==> config.mk <==
export PLATFORM = sky130hd
export DESIGN_NAME = layer_mixer
export DESIGN_NICKNAME = d
export VERILOG_FILES = /design/src/rtl/layer_mixer.sv
export SDC_FILE = /design/constraint.sdc
export NUM_CORES = 1
export LEC_CHECK = 0
export CAP_MARGIN = 15
export CORE_AREA = 2 2 144 90
export DETAILED_ROUTE_END_ITERATION = 16
export DIE_AREA = 0 0 146 92
export GPL_TIMING_DRIVEN = 0
export PLACE_DENSITY = 0.86
export SETUP_SLACK_MARGIN = 0.02
export SYNTH_ARGS = -nofsm -noshare
export SYNTH_HDL_FRONTEND = slang
export SYNTH_SLANG_ARGS = --single-unit
==> constraint.sdc <==
create_clock -name i_clk -period 4.98 [get_ports i_clk]
set_input_delay 0.996 -clock i_clk [delete_from_list [all_inputs] [get_ports i_clk]]
set_output_delay 0.996 -clock i_clk [all_outputs]
set_load 0.005 [all_outputs]
==> src/rtl/layer_mixer.sv <==
// Fixed-priority layer mixer: layer 0 on top, frame-shadowed layer enables,
// two-cycle registered RGB path and per-frame collision report against layer 0.
module layer_mixer #(
    parameter int NUM_LAYERS = 8,
    parameter int COLOR_W    = 8,
    parameter int SEL_W      = $clog2(NUM_LAYERS + 1)
) (
    input  logic                            i_clk,
    input  logic                            i_rst_n,
    input  logic                            i_v_sync,
    input  logic                            i_de,
    input  logic [NUM_LAYERS-1:0]           i_layer_hit,
    input  logic [NUM_LAYERS*3*COLOR_W-1:0] i_layer_rgb,
    input  logic [3*COLOR_W-1:0]            i_bg_rgb,
    input  logic [NUM_LAYERS-1:0]           i_layer_en,
    output logic [COLOR_W-1:0]              o_red,
    output logic [COLOR_W-1:0]              o_green,
    output logic [COLOR_W-1:0]              o_blue,
    output logic                            o_de,
    output logic [SEL_W-1:0]                o_top_layer,
    output logic [NUM_LAYERS-1:0]           o_collide,
    output logic                            o_collide_valid
);

    localparam logic [SEL_W-1:0]      SEL_BG   = SEL_W'(NUM_LAYERS);
    localparam logic [NUM_LAYERS-1:0] REF_BIT  = NUM_LAYERS'(1);

    logic                    vs_d;
    logic                    vs_edge;
    logic [NUM_LAYERS-1:0]   active_mask;
    logic [NUM_LAYERS-1:0]   eff;
    logic [NUM_LAYERS-1:0]   cur;
    logic [NUM_LAYERS-1:0]   acc;

    logic [SEL_W-1:0]        win_sel;
    logic [3*COLOR_W-1:0]    win_rgb;

    logic [SEL_W-1:0]        sel_p1;
    logic [3*COLOR_W-1:0]    win_rgb_p1;
    logic [3*COLOR_W-1:0]    bg_p1;
    logic                    vld_p1;

    logic [3*COLOR_W-1:0]    rgb_p2;
    logic [SEL_W-1:0]        sel_p2;
    logic                    vld_p2;

    assign vs_edge = i_v_sync & ~vs_d;
    // The mask used here is the one held before any edge update this cycle.
    assign eff     = i_layer_hit & active_mask & {NUM_LAYERS{i_de}};
    assign cur     = eff[0] ? (eff & ~REF_BIT) : '0;

    always_comb begin
        win_sel = SEL_BG;
        win_rgb = '0;
        for (int k = NUM_LAYERS - 1; k >= 0; k--) begin
            if (eff[k]) begin
                win_sel = SEL_W'(k);
                win_rgb = i_layer_rgb[k*3*COLOR_W +: 3*COLOR_W];
            end
        end
    end

    always_ff @(posedge i_clk or negedge i_rst_n) begin
        if (!i_rst_n) begin
            vs_d            <= 1'b1;
            active_mask     <= '1;
            acc             <= '0;
            o_collide       <= '0;
            o_collide_valid <= 1'b0;
        end else begin
            vs_d <= i_v_sync;
            if (vs_edge) begin
                active_mask     <= i_layer_en;
                o_collide       <= acc | cur;
                acc             <= '0;
                o_collide_valid <= 1'b1;
            end else begin
                acc             <= acc | cur;
                o_collide_valid <= 1'b0;
            end
        end
    end

    // Stage 1: priority-encoded winner
    always_ff @(posedge i_clk or negedge i_rst_n) begin
        if (!i_rst_n) begin
            sel_p1     <= SEL_BG;
            win_rgb_p1 <= '0;
            bg_p1      <= '0;
            vld_p1     <= 1'b0;
        end else begin
            sel_p1     <= win_sel;
            win_rgb_p1 <= win_rgb;
            bg_p1      <= i_bg_rgb;
            vld_p1     <= i_de;
        end
    end

    // Stage 2: final colour select, blanked outside active video
    always_ff @(posedge i_clk or negedge i_rst_n) begin
        if (!i_rst_n) begin
            rgb_p2 <= '0;
            sel_p2 <= '0;
            vld_p2 <= 1'b0;
        end else begin
            vld_p2 <= vld_p1;
            if (vld_p1) begin
                rgb_p2 <= (sel_p1 != SEL_BG) ? win_rgb_p1 : bg_p1;
                sel_p2 <= sel_p1;
            end else begin
                rgb_p2 <= '0;
                sel_p2 <= SEL_BG;
            end
        end
    end

    assign o_red       = rgb_p2[3*COLOR_W-1:2*COLOR_W];
    assign o_green     = rgb_p2[2*COLOR_W-1:COLOR_W];
    assign o_blue      = rgb_p2[COLOR_W-1:0];
    assign o_de        = vld_p2;
    assign o_top_layer = sel_p2;

endmodule

Figure 1. The metal 1 layer (run 1).
Supply wires on this layer in gray.
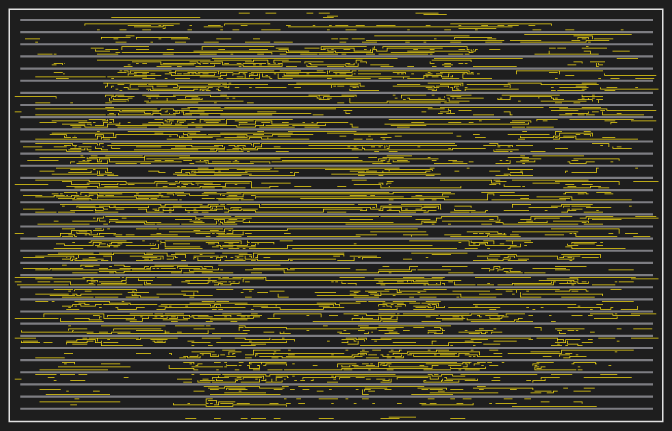
- longest straight run: 50.1 um
- wire length on this layer: 9410 um
- nets with wire on the layer: 902
final WL: 21.5 mm
via count: 5635
met1 track utilization from global routing: 45.4%

Figure 2. Cell classes on the final placement (run 1).
Bar = 50 um. Fill, decap, tap and diode cells in gray.
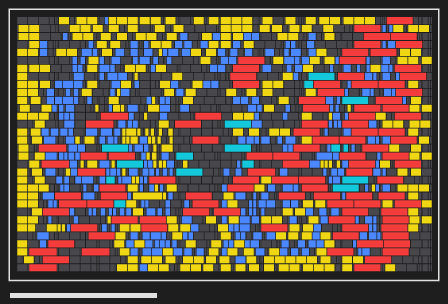
- clock drivers and dummy loads: cyan (cells 16; share of their area 3.6%)
- remaining buffers and delay cells: yellow (cells 323; share of their area 37%)
- registers: red (cells 106; share of their area 33%)
- remaining logic cells: blue (cells 345; share of their area 27%)
final instance area: 0.00833 sq mm
# rows: 32
core area: 0.0123 sq mm

==> results.txt, run 1 <==
run metrics: status finished clean, Final #Nets 1021, YS warnings 0, drc violations 0, yosys xor share 0%, worst-margin pin slew 1.21 ns, CTS root buf clkbuf_16, antenna violations before repair 0, Worst path slowest cell nor3b_1, Final Hold Viols 0, Filler cells 996, critical-path cell list clkdlybuf4s50_1, and3_1, clkbuf_1, nor3b_1, clkbuf_1, a22oi_1, o211ai_1, vias in the first global route 5770, FMAX between 200 and 300 MHz, startpoint types input pin, wire length per cell around 22 um, fin crit share between 60% and 70%, Synth Area in Compound Gates 28.0%, Commonest flop dfrtp_1, Post-Layout Cell Count roughly 960, Max Cap Viol 0, GPL Wtd Cong 0.973, WS Path Type in2reg, Die Y between 90 and 100 um, fin crit period 3.39 ns, async set-reset flop share out of synthesis 100%, CTS tree done, postcts setup bufs 0, Max VDD drop 0.199 mV, leak pwr 3.18 nW, clock buffer depth 2, diode count 0, share of cells above drive strength 1 under 10%, post-synth area from yosys stat 0.00507 sq mm, Log Warnings 26, Mapped Nets ~740, total track usage 31.8%, WP data required 5.24 ns, post-synth cell types 36, die width 146 um, pwr dens 293 mW/mm^2, total negative setup slack 0 ns, # setup viols final 0, most used cell, CP clkbuf_1, cell count after synthesis 501, Post-synth EDFFs 0, Hold/Removal Path Class reg2reg, # clock sinks 106
Figure 3. Placement density heat map (run 1).
The die is cut into 15 by 9 equal tiles; white is low, dark blue is high, 0 to 100% covered.
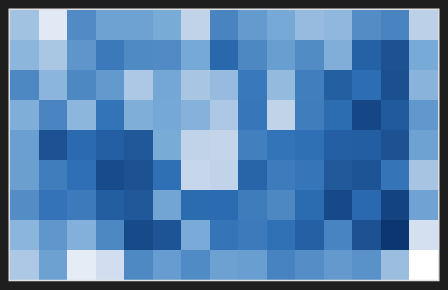
- tiles over 75% full: 25%
- mean over tiles: 60%
- nearly empty tiles: 0.70%
- fullest tile: 98%
initial core utilization: 41.1%
Finished Core Util: 67.5%

Figure 4. Met4 routing (run 1).
Bar = 50 um. Supply wires on this layer in gray.
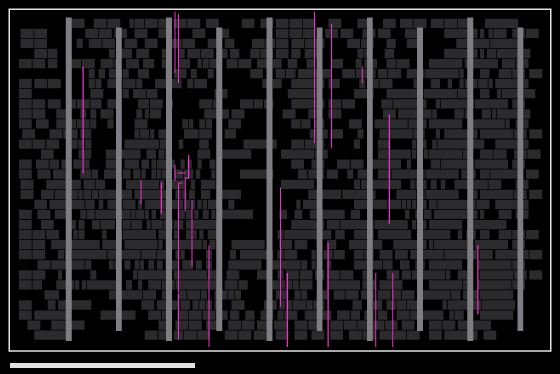
- wire length on this layer: 426 um
- nets with wire on the layer: 22
- longest straight run: 35.4 um

run 1: routing by layer:
layer  track usage [%]  wire [um]
met5                 0          0
met1              45.4       9410
met2              50.0       9930
met3              6.57       1720
met4              8.09        425
run 1: layout make-up:
class                           count  area share, %
Clock buffer                        9           2.70
Multi-Input combinational cell    345           26.3
Timing Repair Buffer              273           33.0
Tap cell                          170           2.55
Sequential cell                   106           32.0
Buffer                             50           2.64
Clock inverter                      7          0.841
run 1: cells by family (layout without fill, tap and decap cells):
| group | after synthesis | after routing |
|---|---|---|
| muxes | 8 | 8 |
| other | 1 | 1 |
| DFF | 106 | 106 |
| and+or+nand+nor | 146 | 146 |
| buffers and inverters | 50 | 339 |
| AOI/OAI and AO/OA | 190 | 190 |
run 1: worst min-delay path, cell delays in order, from the launching register on:
cell,delay (ns)
dfrtp_1,0.33
a21oi_1,0.05
nor2_1,0.08
run 1: power breakdown:
group          internal, mW  switching (mW)
logic                 0.376           0.335
clock network         0.354           0.351
registers             0.975          0.0518
total                  1.71           0.738
run 1: registers in the layout, summed over array words and instances, names as in the netlist:
register / count
acc: 7
active_mask: 8
bg_p1: 24
o_collide: 7
o_collide_valid: 1
o_de: 1
o_top_layer: 4
rgb_p2: 24
sel_p1: 4
vld_p1: 1
vs_d: 1
win_rgb_p1: 24
run 1: cells in the mapped netlist (2+ instances only):
master	instances	area share, %
and3_1	6	0.74
a21boi_1	9	1.3
dfrtp_1	96	47
buf_2	5	0.49
nand3_1	51	5.0
and2_1	4	0.49
buf_6	2	0.44
o21ai_0	3	0.30
nor2_1	18	1.3
dfstp_2	10	5.2
a32o_1	23	4.5
clkbuf_4	2	0.30
a21boi_0	17	2.5
nand2_1	58	4.3
a222oi_1	2	0.39
nor2b_1	2	0.25
o221ai_1	24	4.1
clkbuf_1	37	2.7
mux2_2	8	1.8
a21oi_1	37	3.6
a22oi_1	48	7.1
o211ai_1	23	3.4
buf_1	3	0.22
run 1: per-stage QoR:
stage | util, % | setup WS [ns] | total power, mW
2_1_floorplan | - | 2.68 | 1.31
3_3_place_gp | 64.9 | -0.789 | 1.72
3_5_place_dp | 65.1 | 1.33 | 1.74
4_1_cts | 67.5 | 1.68 | 2.44
5_1_grt | 67.5 | 1.52 | 2.54
6_report | 67.5 | 1.59 | 2.44
run 1: final timing paths:
| kind | from | to | slack (ns) | cells past startpoint |
|---|---|---|---|---|
| worst max-delay path | i_de | win_rgb_p1[13] | 1.59 | 7 |
| worst min-delay path | acc[6] | acc[6] | 0.49 | 2 |
| worst max register to register | active_mask[1] | win_rgb_p1[13] | 2.45 | 5 |
| worst min register to register | acc[6] | acc[6] | 0.49 | 2 |
| max in group asynchronous | i_rst_n | sel_p1[3] | 3.70 | 2 |
| min in group asynchronous | i_rst_n | o_collide[6] | 0.57 | 1 |
Figure 5. Track usage over the die (run 1).
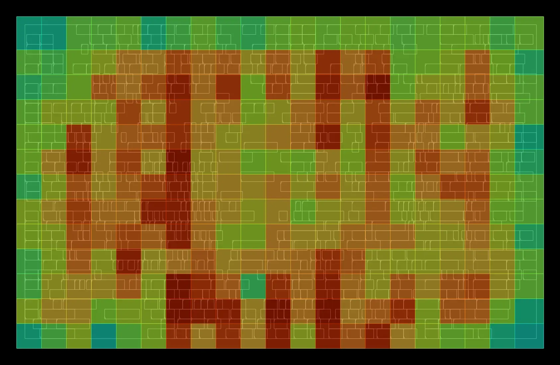

## Run 2: what changed since run 1
Settings changed: CORE_AREA 2 2 144 90 to 2 2 157 97, DIE_AREA 0 0 146 92 to 0 0 159 99, PLACE_DENSITY 0.86 to 0.77.
Clock period 4.98 ns to 2.7 ns, I/O delays scaled along.
Figure 6. Track usage over the die (run 2).
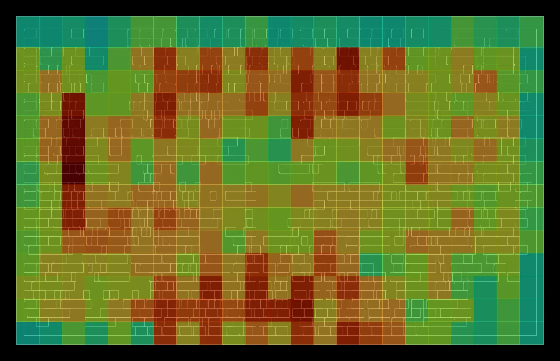
Finished Core Util: 58.8%
Global Route met2 Usage: 40.6%

==> run 2 against run 1 <==
Via count shrank 0.20%. Final area is 0.99% higher. Non-clock buffer count rose by 1. Register-to-register slack lost 2.0 ns. Sequential power rose by 84%. Synthesized cell count stayed put.
==> results.txt, run 2 <==
run metrics: Mapped Nets 737, total negative setup slack 0 ns, reg2reg end win_rgb_p1[13], CP Data Arrival Time 2.85 ns, # setup viols final 0, Commonest flop dfrtp_1, total track usage 27.6%, YS warnings 0, grt peak-use layer met1, Max Cap Viol 0, post-synth cell types 36, post-synth area from yosys stat 0.00507 sq mm, async set-reset flop share out of synthesis 100%, Setup crit end kind flip-flop, drc violations 0, fin crit period 2.59 ns, Synth area leader dfrtp_1, Worst path top cell family by delay buffers and inverters, # clock sinks 106, synth cell count leaders dfrtp_1, nand2_1, nand3_1, Hold/Removal Path Class in2async, pin count of the biggest net entering global routing 75, # IOs 274, Worst path slowest cell clkbuf_1, DP Wirelength around 16 mm, met1 track utilization from global routing 40.7%, core area 0.0143 sq mm, # rows 34, setup slack after layout 0.111 ns, Num CTS Buffers 9, critical-path cell list clkdlybuf4s50_1, and3_1, clkbuf_1, nor3b_2, clkbuf_1, a22oi_1, o211ai_1, htree depth 3, met3 Use GR under 10%, Pre-antenna DRT Iters 5, # port buffers approximately 270, worst-margin pin slew 0.745 ns, CTS tree done, clock latency on the worst-skew pair around 0.35 ns, Main area contributors dfrtp_1, a22oi_1, dfstp_2, Final #Nets 1022, vias per cell 5.69, WS Path Type in2reg, top cell type's share of synthesized area 47.3%, clock-pin slew on the worst setup and hold paths around 0.08 ns, Post-synth EDFFs 0, clock buffer depth 2, GPL Wtd Cong about 0.95, die width roughly 160 um, CTS root buf clkbuf_16, Worst slew margin 50.3%, flop2flop setup slack 0.43 ns, buffers and inverters on the worst path 3, fin crit share 95.9%, Reg-to-Reg Start active_mask[5], cell count after synthesis 501, Final Hold Viols 0, r2r worst-path depth 6, Detail Route Antenna Nets 0, total gr overflow 0, initial core utilization 35.5%, most frequent cell after synthesis dfrtp_1, pwr dens about 550 mW/mm^2, Log Warnings 26, final instance area 0.00841 sq mm, Largest regs bg_p1 (24), rgb_p2 (24), win_rgb_p1 (24), die area 0.0157 sq mm, antenna violations before repair 0, Top Layout Cells clkdlybuf4s50_1, dfrtp_1, nand2_1, most used cell, CP clkbuf_1, share of cells above drive strength 1 under 10%, Max VDD drop 0.355 mV, Synth Seq Share 52.5%, leak pwr 3.21 nW, status finished clean, Die Y 99 um, dominant logic cell type in the layout clkdlybuf4s50_1, Place WS -0.450 ns, clock skew 0.0112 ns, vias in the first global route approximately 5700, CP max FO 10, WP data required 2.96 ns, wire length per cell 21.9 um, Placed Area ~0.0081 sq mm, FMAX 386 MHz, startpoint types input pin, first-pass GRT wire length between 30 and 40 mm, diode count 0
Figure 7. Met4 routing (run 2).
Bar = 50 um. Supply wires on this layer in gray.
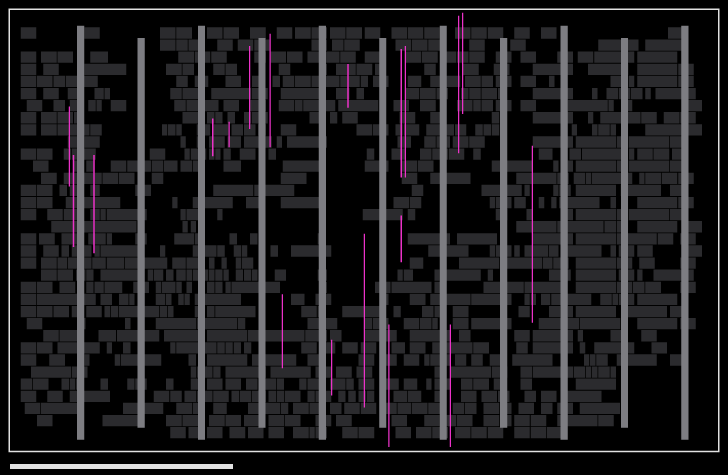
- wire length on this layer: 409 um
- nets with wire on the layer: 17
final WL: 21.7 mm
via count: 5624

## run 2: worst max path at each step
stage	startpoint	end	slack, ns	cells past startpoint
6_report	i_de	win_rgb_p1[13]	0.11	7
5_1_grt	i_de	win_rgb_p1[13]	0.02	7
4_1_cts	i_de	win_rgb_p1[22]	0.04	7
3_5_place_dp	i_de	win_rgb_p1[13]	-0.45	7
3_3_place_gp	i_rst_n	bg_p1[11]	-2.77	1
2_1_floorplan	i_layer_hit[3]	win_rgb_p1[2]	0.85	5
## run 2: stage by stage
step | power [mW] | hold slack (ns) | instances
floorplan | 2.41 | 0.244 | 501
global placement | 3.19 | 0.462 | 971
detailed placement | 3.21 | 0.469 | 972
CTS | 4.64 | 0.146 | 989
global route | 4.85 | 0.161 | 989
finish | 4.63 | 0.129 | 989
## run 2: where the power goes
part	internal [mW]	total, mW	switching (mW)	leakage, nW
clock	0.765	1.42	0.652	0.154
sequential	1.80	1.90	0.105	1.31
combinational	0.698	1.31	0.613	1.74
## run 2: logic make-up (layout without fill, tap and decap cells)
logic type | after synthesis | count (layout) | share of synthesized area (%)
AND-OR/OR-AND | 190 | 190 | 28.0
buffers and inverters | 50 | 340 | 4.34
flip-flops | 106 | 106 | 52.5
multiplexers | 8 | 8 | 1.78
other | 1 | 1 | 0.0739
AND/OR/NAND/NOR | 146 | 146 | 13.3
## run 2: repair_timing
action,CTS,global route
pin swaps,1,0
setup endpoints to repair,12,21
setup buffers,1,0
resized,2,6
## run 2: worst register-to-register path: cells and delay by family, from the launching register on
family,cells,cell delay (ns)
buf+inv,2,0.84
compound gates,3,0.60
flops,1,0.58
simple gates,1,0.17
## run 2: cell type report
cell class	count	area, sq um
clock buffer	10	239
multi-input combinational	345	2200
buffer	50	226
sequential	106	2670
timing repair buffer	274	2760
clock inverter	6	82.6
fill	1222	5880
tap	198	248
## run 2: layer usage
layer	part of all wire (%)	up-vias
li1	-	2477
met1	46	2738
met2	44	369
met3	8.7	40
met4	1.9	0
met5	0	-
Power figures rest on the tool's default switching activity, not on a simulated workload.
